**Close-up of the layout**

Region (13, 24) to (43, 54) microns. Cells in grey, sequential cells in the stronger grey; small squares are vias.
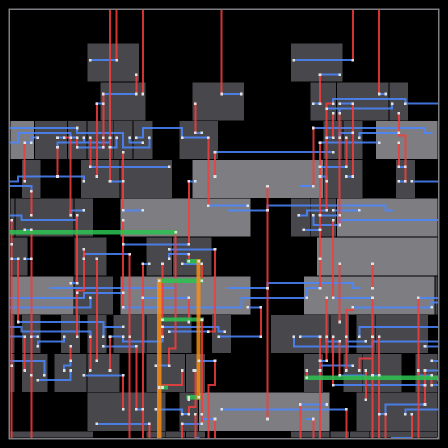
**Gate-type map**

(8 px per micron)
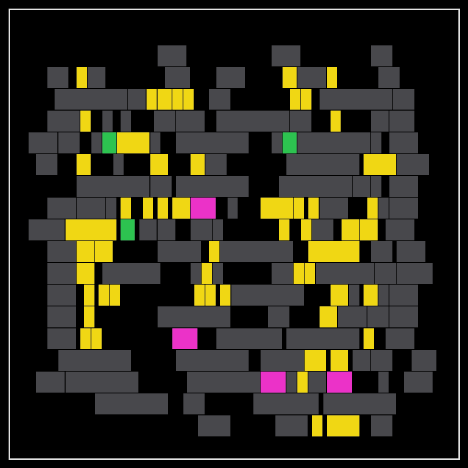
**Signal wires on met1**

(6 px per micron) Supply wires on this layer in grey.
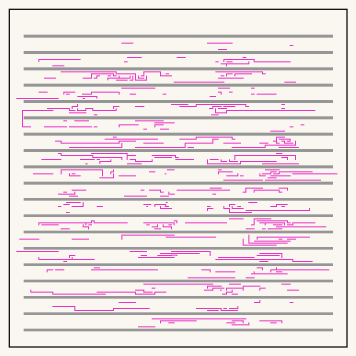
==> config.mk <==
export PLATFORM = sky130hd
export DESIGN_NAME = input_vc_tracker
export DESIGN_NICKNAME = d
export VERILOG_FILES = /design/src/rtl/noc_params.sv /design/src/rtl/input_vc_fsm.sv /design/src/rtl/input_vc_tracker.sv
export SDC_FILE = /design/constraint.sdc
export NUM_CORES = 1
export LEC_CHECK = 0
export ABC_AREA = 1
export CORE_MARGIN = 2
export CORE_UTILIZATION = 40
export DETAILED_ROUTE_END_ITERATION = 7
export GPL_TIMING_DRIVEN = 0
export PLACE_DENSITY = 0.74
export SYNTH_ARGS = -nofsm -noshare
export SYNTH_HDL_FRONTEND = slang
export SYNTH_SLANG_ARGS = --single-unit
==> constraint.sdc <==
create_clock -name clk -period 1.9 [get_ports clk]
set_input_delay 0.285 -clock clk [delete_from_list [all_inputs] [get_ports clk]]
set_output_delay 0.285 -clock clk [all_outputs]
set_load 0.03 [all_outputs]
==> src/rtl/noc_params.sv <==
// noc_params: shared NoC sizing constants and types.
//   PORT_NUM / VC_NUM : router ports and VCs per input port
//   VC_SIZE / PORT_SIZE : encoded widths of a VC id and a port id
//   port_t     : encoded output port
//   vc_state_t : per-VC tracker state (IDLE, VA, ACTIVE)
package noc_params;

  localparam int PORT_NUM  = 5;
  localparam int VC_NUM    = 2;
  localparam int VC_SIZE   = (VC_NUM > 1) ? $clog2(VC_NUM) : 1;
  localparam int PORT_SIZE = $clog2(PORT_NUM);

  typedef logic [PORT_SIZE-1:0] port_t;

  typedef enum logic [1:0] {
    IDLE,
    VA,
    ACTIVE
  } vc_state_t;

endpackage

==> src/rtl/input_vc_fsm.sv <==
// input_vc_fsm: state, occupancy count, route and downstream-VC registers
// for a single virtual channel of an input port.
// Optional build macro: VC_PROTOCOL_CHECK_EN adds the sticky err output.
// Ports:
//   clk, rst_n           clock, asynchronous active-low reset
//   wr_valid/wr_head     flit written into this VC's buffer, head marker
//   route                route-computation port, valid with a head write
//   rd_valid/rd_tail     flit popped by switch traversal, tail marker
//   vc_valid/vc_new      allocation grant and granted downstream VC
//   vc_request           allocation request (state VA)
//   out_port             latched route
//   downstream_vc        latched downstream VC
//   active               ACTIVE with buffered flits
//   idle                 IDLE with an empty buffer
//   err                  sticky protocol-violation flag (optional)
module input_vc_fsm #(
  parameter int BUFFER_SIZE = 4,
  parameter int PORT_W      = 3,
  parameter int VC_W        = 1
) (
  input  logic              clk,
  input  logic              rst_n,
  input  logic              wr_valid,
  input  logic              wr_head,
  input  logic [PORT_W-1:0] route,
  input  logic              rd_valid,
  input  logic              rd_tail,
  input  logic              vc_valid,
  input  logic [VC_W-1:0]   vc_new,
  output logic              vc_request,
  output logic [PORT_W-1:0] out_port,
  output logic [VC_W-1:0]   downstream_vc,
  output logic              active,
  output logic              idle
`ifdef VC_PROTOCOL_CHECK_EN
  ,
  output logic              err
`endif
);

  import noc_params::*;

  localparam int CNT_W = $clog2(BUFFER_SIZE + 1);
  localparam logic [CNT_W-1:0] CNT_FULL = CNT_W'(BUFFER_SIZE);
  localparam logic [CNT_W-1:0] CNT_ONE  = CNT_W'(1);

  vc_state_t        state;
  logic [CNT_W-1:0] count;

  logic empty;
  logic full;
  logic do_pop;
  logic wr_ok;
  logic do_wr;

  always_comb begin
    empty  = (count == '0);
    do_pop = rd_valid && !empty;
    // A pop in the same cycle frees a slot, so a write at full is only
    // dropped when nothing leaves; write+pop at full keeps count at full.
    full   = (count == CNT_FULL) && !do_pop;
    // Only a head opens a packet in IDLE; heads are illegal once a packet
    // owns the VC.
    wr_ok  = (state == IDLE) ? wr_head : !wr_head;
    do_wr  = wr_valid && wr_ok && !full;
  end

  always_ff @(posedge clk or negedge rst_n) begin
    if (!rst_n) begin
      state         <= IDLE;
      count         <= '0;
      out_port      <= '0;
      downstream_vc <= '0;
    end else begin
      if (do_wr && !do_pop) begin
        count <= count + CNT_ONE;
      end else if (!do_wr && do_pop) begin
        count <= count - CNT_ONE;
      end

      case (state)
        IDLE: begin
          if (do_wr) begin
            out_port <= route;
            state    <= VA;
          end
        end
        VA: begin
          if (vc_valid) begin
            downstream_vc <= vc_new;
            state         <= ACTIVE;
          end
        end
        ACTIVE: begin
          if (do_pop && rd_tail) begin
            state <= IDLE;
          end
        end
        default: state <= IDLE;
      endcase
    end
  end

  always_comb begin
    vc_request = (state == VA);
    active     = (state == ACTIVE) && !empty;
    idle       = (state == IDLE) && empty;
  end

`ifdef VC_PROTOCOL_CHECK_EN
  logic violation;

  always_comb begin
    violation = (wr_valid && (state == IDLE) && !wr_head)
             || (wr_valid && wr_head && (state != IDLE))
             || (wr_valid && full)
             || (rd_valid && empty)
             || (vc_valid && (state != VA));
  end

  always_ff @(posedge clk or negedge rst_n) begin
    if (!rst_n) begin
      err <= 1'b0;
    end else if (violation) begin
      err <= 1'b1;
    end
  end
`endif

endmodule

==> src/rtl/input_vc_tracker.sv <==
// input_vc_tracker: per-input-port VC state tracker, requesting side of VC
// allocation. One input_vc_fsm per VC; this level only slices the vectors.
// Optional build macro: VC_PROTOCOL_CHECK_EN adds err_o.
// Ports (per-VC bit / field v):
//   clk, rst_n                 clock, asynchronous active-low reset
//   wr_valid_i/head/tail       buffer write and flit type
//   route_i                    VC_NUM x PORT_SIZE route, valid with heads
//   rd_valid_i/rd_tail_i       buffer pop and tail marker
//   vc_request_o               VC allocation request
//   out_port_o                 VC_NUM x PORT_SIZE latched route
//   vc_valid_i/vc_new_i        allocation grant, VC_NUM x VC_SIZE granted VC
//   downstream_vc_o            VC_NUM x VC_SIZE latched downstream VC
//   active_o                   ACTIVE with buffered flits
//   idle_o                     IDLE and empty, to upstream allocator
//   err_o                      sticky protocol-violation flags (optional)
module input_vc_tracker #(
  parameter  int VC_NUM      = 2,
  parameter  int PORT_NUM    = 5,
  parameter  int BUFFER_SIZE = 4,
  localparam int VC_SIZE     = (VC_NUM > 1) ? $clog2(VC_NUM) : 1,
  localparam int PORT_SIZE   = $clog2(PORT_NUM)
) (
  input  logic                        clk,
  input  logic                        rst_n,
  input  logic [VC_NUM-1:0]           wr_valid_i,
  input  logic [VC_NUM-1:0]           wr_head_i,
  input  logic [VC_NUM-1:0]           wr_tail_i,
  input  logic [VC_NUM*PORT_SIZE-1:0] route_i,
  input  logic [VC_NUM-1:0]           rd_valid_i,
  input  logic [VC_NUM-1:0]           rd_tail_i,
  output logic [VC_NUM-1:0]           vc_request_o,
  output logic [VC_NUM*PORT_SIZE-1:0] out_port_o,
  input  logic [VC_NUM-1:0]           vc_valid_i,
  input  logic [VC_NUM*VC_SIZE-1:0]   vc_new_i,
  output logic [VC_NUM*VC_SIZE-1:0]   downstream_vc_o,
  output logic [VC_NUM-1:0]           active_o,
  output logic [VC_NUM-1:0]           idle_o
`ifdef VC_PROTOCOL_CHECK_EN
  ,
  output logic [VC_NUM-1:0]           err_o
`endif
);

  import noc_params::*;

  // Packet end is taken from the pop side, so the write-side tail marker
  // carries no state; a head+tail write still walks IDLE -> VA -> ACTIVE.
  logic unused_wr_tail;
  assign unused_wr_tail = ^wr_tail_i;

  for (genvar v = 0; v < VC_NUM; v++) begin : g_vc
    input_vc_fsm #(
      .BUFFER_SIZE (BUFFER_SIZE),
      .PORT_W      (PORT_SIZE),
      .VC_W        (VC_SIZE)
    ) u_fsm (
      .clk           (clk),
      .rst_n         (rst_n),
      .wr_valid      (wr_valid_i[v]),
      .wr_head       (wr_head_i[v]),
      .route         (route_i[v*PORT_SIZE +: PORT_SIZE]),
      .rd_valid      (rd_valid_i[v]),
      .rd_tail       (rd_tail_i[v]),
      .vc_valid      (vc_valid_i[v]),
      .vc_new        (vc_new_i[v*VC_SIZE +: VC_SIZE]),
      .vc_request    (vc_request_o[v]),
      .out_port      (out_port_o[v*PORT_SIZE +: PORT_SIZE]),
      .downstream_vc (downstream_vc_o[v*VC_SIZE +: VC_SIZE]),
      .active        (active_o[v]),
      .idle          (idle_o[v])
`ifdef VC_PROTOCOL_CHECK_EN
      ,
      .err           (err_o[v])
`endif
    );
  end

endmodule

==> run summary <==
Status: complete, but fails checks
Failing checks: setup timing
Clock power frac: 7.3%
Max-area cell class: combinational gates
Final WS setup: -28.0 ps
Busiest grt layer: met2
Row cnt: 18
GRT Total Usage: 14.6%
Width of the die: 56.0 microns
Int Pwr: 1.40 mW
Average via count per standard cell: 4.77
Peak supply drop: 1.02 mV
Seq cells: 18
Seq pwr share: 28.1%
Yosys top cell by area: dfrtp_1
Final period utilization: 101%
Remaining Overflow, GRT: 0
CP Depth: 8
Cells along the critical path: nor2_4 -> nand2_4 -> nand4_1 -> nand2_4 -> ha_4 -> inv_4 -> fa_2 -> mux2_4
P_sw: 1.15 mW
Setup violations, final: 1
Largest net degree at the start of global routing: 19
N_diodes: 0
Tool warnings: 29
Most frequent cells in the layout: 33 x nand2_1, 24 x clkdlybuf4s50_1, 18 x buf_4, 18 x dfrtp_1, 8 x inv_1
Clock-cell share of area: 1.41%
Post-Route WL: 2360 microns
CTS Buf Count: 3
Clk ins delay skew pair: 290 ps
Total power: 2.55 mW
EDFF count, synth: 0
Layout cells sized above 1: 31.5%
Sequential cell area: 450 sq um
Tmin final: 1930 ps
Reg2reg end: g_vc[0].u_fsm.count[1]$_DFFE_PN0P_
Post-Syn Area: 0.00108 sq mm
CP bufs+invs: 1
TAP cells: 30
Htree depth: 1
Switch share: 45.0%
Hold Crit Depth: 3
YS chip area: 0.00108 sq mm
Met1 Track Usage GR: 17.3%
About 'close-up of the layout':
layer	colour
M2	red
M4	orange
M3	green
M1	blue
netlist names of flops here include	`g_vc.u_fsm.count` (2), `g_vc.u_fsm.downstream_vc` (2), `g_vc.u_fsm.out_port` (2)
cells with their middle in the window	58
sequential cells in the window	7
most frequent	nand2_1 (15), dfrtp_1 (7), clkdlybuf4s50_1 (6)

About 'gate-type map':
family	colour	cells
nand cells	yellow	55
aoi and oai cells	green	3
xor and xnor cells	magenta	4

About 'signal wires on met1':
share of all routed wire	40%
nets with wire on the layer	160
longest straight run	15.6 microns
main direction	horizontal
wire length on this layer	955 microns

## worst register-to-register path, delay by kind of cell, from the launching register on
kind / cells / cell delay, ps
and+or+nand+nor: 4 / 480
DFF: 1 / 430
buffers and inverters: 1 / 50
muxes: 1 / 280
adders and majority gates: 2 / 600
## logic make-up (layout without fill, tap and decap cells)
| family | after synthesis | count (layout) | synth area share [%] |
|---|---|---|---|
| simple gates | 70 | 70 | 36.0 |
| buf+inv | 23 | 68 | 10.7 |
| flops | 18 | 18 | 41.6 |
| fa+ha+maj | 4 | 4 | 6.00 |
| xor+xnor | 4 | 4 | 3.23 |
| compound gates | 3 | 3 | 1.39 |
| mux | 1 | 1 | 1.04 |
No activity file was given, so power comes from the tool's default toggle rates.
